==> src/rtl/bram_result_drainer.sv <==
// Drains a run of 64-bit BRAM1 words onto a 16-bit valid/ready stream,
// most-significant lane first, with one fetch/wait pair per word.
module bram_result_drainer #(
    parameter int unsigned CNT_BIT   = 31,
    parameter int unsigned DWIDTH_2  = 64,
    parameter int unsigned AWIDTH    = 8,
    parameter int unsigned OUT_WIDTH = 16
) (
    input  logic                 clk,
    input  logic                 reset,
    input  logic                 start_drain_i,
    input  logic [CNT_BIT-1:0]   drain_count_i,
    output logic [AWIDTH-1:0]    addr_b1_o,
    output logic                 ce_b1_o,
    output logic                 we_b1_o,
    input  logic [DWIDTH_2-1:0]  q_b1_i,
    output logic                 m_valid_o,
    input  logic                 m_ready_i,
    output logic [OUT_WIDTH-1:0] m_data_o,
    output logic                 m_last_o,
    output logic                 idle_o,
    output logic                 busy_o,
    output logic                 done_o
);

    typedef enum logic [2:0] {StIdle, StFetch, StWait, StSend, StDone} state_e;

    state_e               state_q, state_d;
    logic [CNT_BIT-1:0]   count_q, count_d;
    logic [CNT_BIT-1:0]   word_idx_q, word_idx_d;
    logic [1:0]           lane_idx_q, lane_idx_d;
    logic [DWIDTH_2-1:0]  buf_q, buf_d;
    logic [1:0]           lane_sel;
    logic [OUT_WIDTH-1:0] lane_data;
    logic                 last_word;

    // Lane 0 is the most-significant slice of the buffered word.
    assign lane_sel  = 2'd3 - lane_idx_q;
    assign lane_data = buf_q[int'(lane_sel)*OUT_WIDTH +: OUT_WIDTH];
    assign last_word = (word_idx_q == count_q - CNT_BIT'(1));

    always_ff @(posedge clk or posedge reset) begin
        if (reset) begin
            state_q    <= StIdle;
            count_q    <= '0;
            word_idx_q <= '0;
            lane_idx_q <= '0;
            buf_q      <= '0;
        end else begin
            state_q    <= state_d;
            count_q    <= count_d;
            word_idx_q <= word_idx_d;
            lane_idx_q <= lane_idx_d;
            buf_q      <= buf_d;
        end
    end

    always_comb begin
        state_d    = state_q;
        count_d    = count_q;
        word_idx_d = word_idx_q;
        lane_idx_d = lane_idx_q;
        buf_d      = buf_q;
        unique case (state_q)
            StIdle: begin
                if (start_drain_i) begin
                    count_d    = drain_count_i;
                    word_idx_d = '0;
                    lane_idx_d = '0;
                    state_d    = (drain_count_i == '0) ? StDone : StFetch;
                end
            end
            StFetch: state_d = StWait;
            StWait: begin
                buf_d   = q_b1_i;
                state_d = StSend;
            end
            StSend: begin
                if (m_ready_i) begin
                    lane_idx_d = lane_idx_q + 2'd1;
                    if (lane_idx_q == 2'd3) begin
                        if (last_word) begin
                            state_d = StDone;
                        end else begin
                            word_idx_d = word_idx_q + CNT_BIT'(1);
                            lane_idx_d = '0;
                            state_d    = StFetch;
                        end
                    end
                end
            end
            StDone:  state_d = StIdle;
            default: state_d = StIdle;
        endcase
    end

    always_comb begin
        ce_b1_o   = (state_q == StFetch);
        addr_b1_o = (state_q == StFetch) ? word_idx_q[AWIDTH-1:0] : '0;
        we_b1_o   = 1'b0;
        m_valid_o = (state_q == StSend);
        m_data_o  = (state_q == StSend) ? lane_data : '0;
        m_last_o  = (state_q == StSend) && (lane_idx_q == 2'd3) && last_word;
        idle_o    = (state_q == StIdle);
        busy_o    = (state_q == StFetch) || (state_q == StWait) || (state_q == StSend);
        done_o    = (state_q == StDone);
    end

endmodule

==> config.mk <==
export PLATFORM = sky130hd
export DESIGN_NAME = bram_result_drainer
export DESIGN_NICKNAME = d
export VERILOG_FILES = /design/src/rtl/bram_result_drainer.sv
export SDC_FILE = /design/constraint.sdc
export NUM_CORES = 1
export LEC_CHECK = 0
export CAP_MARGIN = 10
export CORE_MARGIN = 1
export CORE_UTILIZATION = 49
export CTS_CLUSTER_SIZE = 8
export DETAILED_ROUTE_END_ITERATION = 10
export GPL_TIMING_DRIVEN = 0
export PLACE_DENSITY = 0.77
export SYNTH_ARGS = -nofsm -noshare
export SYNTH_HDL_FRONTEND = slang
export SYNTH_SLANG_ARGS = --single-unit
export TNS_END_PERCENT = 30
==> constraint.sdc <==
create_clock -name clk -period 4.6 [get_ports clk]
set_input_delay 1.38 -clock clk [delete_from_list [all_inputs] [get_ports clk]]
set_output_delay 1.38 -clock clk [all_outputs]
set_load 0.01 [all_outputs]
zoom.png
Window x 44 to 84, y 69 to 109 µm. Cells in gray, sequential cells in the stronger gray; small squares are vias.
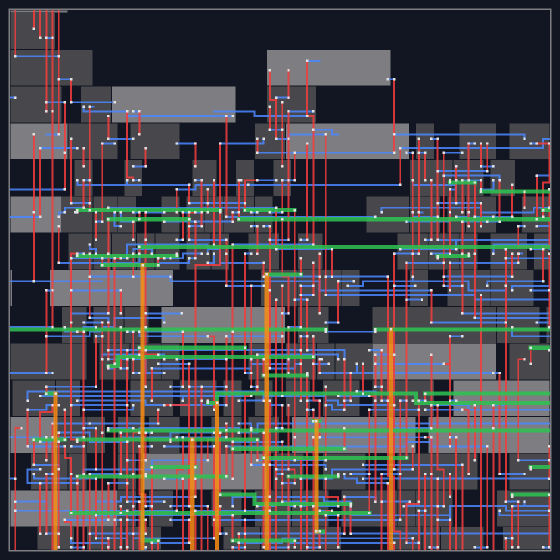
met3 -> green
met1 -> blue
met4 -> orange
met2 -> red
most frequent = dfrtp_1 (11), nand2_1 (10)
cells with their middle in the window = 118
sequential cells in the window = 11
netlist names of flops here include = `word_idx_q` (11)

final_congestion.png
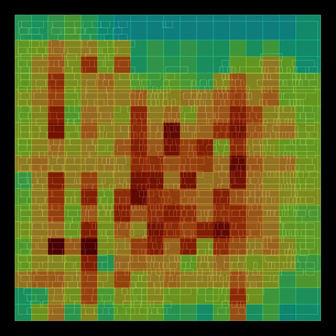
met2 usage in global routing: 44.0%
routed len/inst: 18.4 µm
fraction of the core area covered by cells at the end of the flow: 66.7%

met2.png
(2 px per µm) Cells faint in the background.
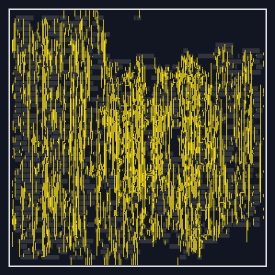
longest straight run = 58.8 µm
main direction = vertical
wire length on this layer = 9,980 µm

==> metrics.log <==
[metrics] run summary
[metrics] outcome: complete, but fails checks
[metrics] violated checks: negative setup slack
[metrics] final setup margin: -25.1 ps
[metrics] Data arrival, critical path: ~3300 ps
[metrics] Top Family by Delay on Critical Path: simple AND/OR/NAND/NOR gates
[metrics] Sequential cell area: 3280 µm²
[metrics] worst r2r dst: word_idx_q[9]$_DFFE_PP0P_
[metrics] core region area: 15,300 µm²
[metrics] drt initial violations: 569
[metrics] final-layout fill cell count: about 1.2k
[metrics] final hold vios: 0
[metrics] drt pass-1 iters: 7
[metrics] Max Freq: about 220 MHz
[metrics] total number of H-tree levels: 4
[metrics] final clock skew: 7.70 ps
[metrics] final setup violation count: 1
[metrics] Slowest-stage cell, CP: sky130_fd_sc_hd__or4_4
[metrics] DP HPWL: about 15,000 µm
[metrics] GRT Total Usage: 27.8%
[metrics] asr flop ratio synth: 100%
[metrics] nets: 1,050
[metrics] area share of fa/ha/maj cells after synthesis: 0.485%
[metrics] yosys stat area: 7750 µm²
[metrics] leak pwr: 4.10 nW
[metrics] Inst Count DP: 1,124
[metrics] post-route met1 wirelength: 8770 µm
[metrics] register-to-register setup slack: 870 ps
[metrics] origin of the worst setup path: count_q[14]$_DFFE_PP0P_
[metrics] sequential share of cell area: 32.1%
[metrics] FP Util: roughly half
[metrics] remaining design rule violation count: 0
[metrics] largest fanout of any net on the critical path: 6
[metrics] antenna violations before repair: 0
[metrics] count of library flops with an enable pin: 0
[metrics] switching power: 0.00232 W
[metrics] mean post-synth cell area: ~10 µm²
[metrics] nonclk buf count: 202
[metrics] maximum number of pins on one net before global-route repair: 39
[metrics] Sequential Power Share: 32.8%
[metrics] internal cell power: 0.00387 W
[metrics] share of the final layout cell area in multi-input gates: 42.3%
[metrics] #MultiIn Comb: 580
[metrics] number of max-slew violations in the final report: 0
registers.png
(4 px per µm)
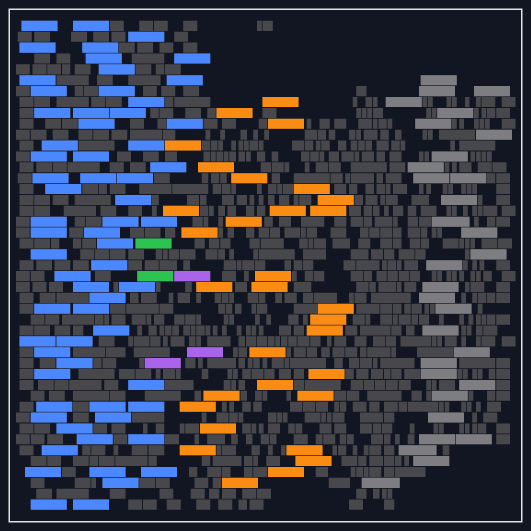
`state_q` -> purple  # placed flops 3
`lane_idx_q` -> green  # placed flops 2
`word_idx_q` -> orange  # placed flops 31
`buf_q` -> blue  # placed flops 64, where a vertical strip on the left
not colored = 31

gate_families.png
(4 px per µm)
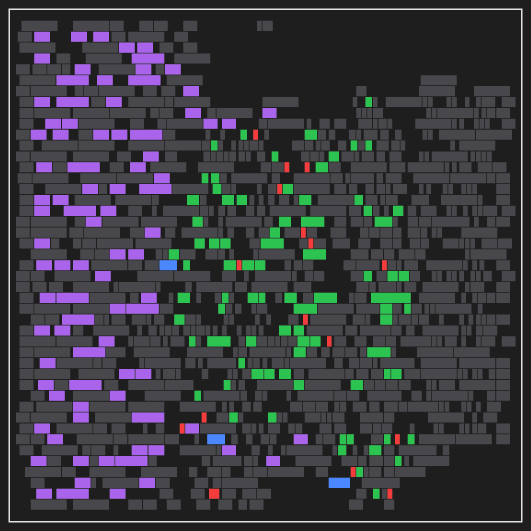
inverting AOI/OAI gates -> green  # cells 81, most used o21ai_0
multiplexers -> purple  # cells 87, most used mux2_2
inverters -> red  # cells 16, most used inv_1
adder and majority cells -> blue  # cells 3, most used ha_1

No activity file was given, so power comes from the tool's default toggle rates.
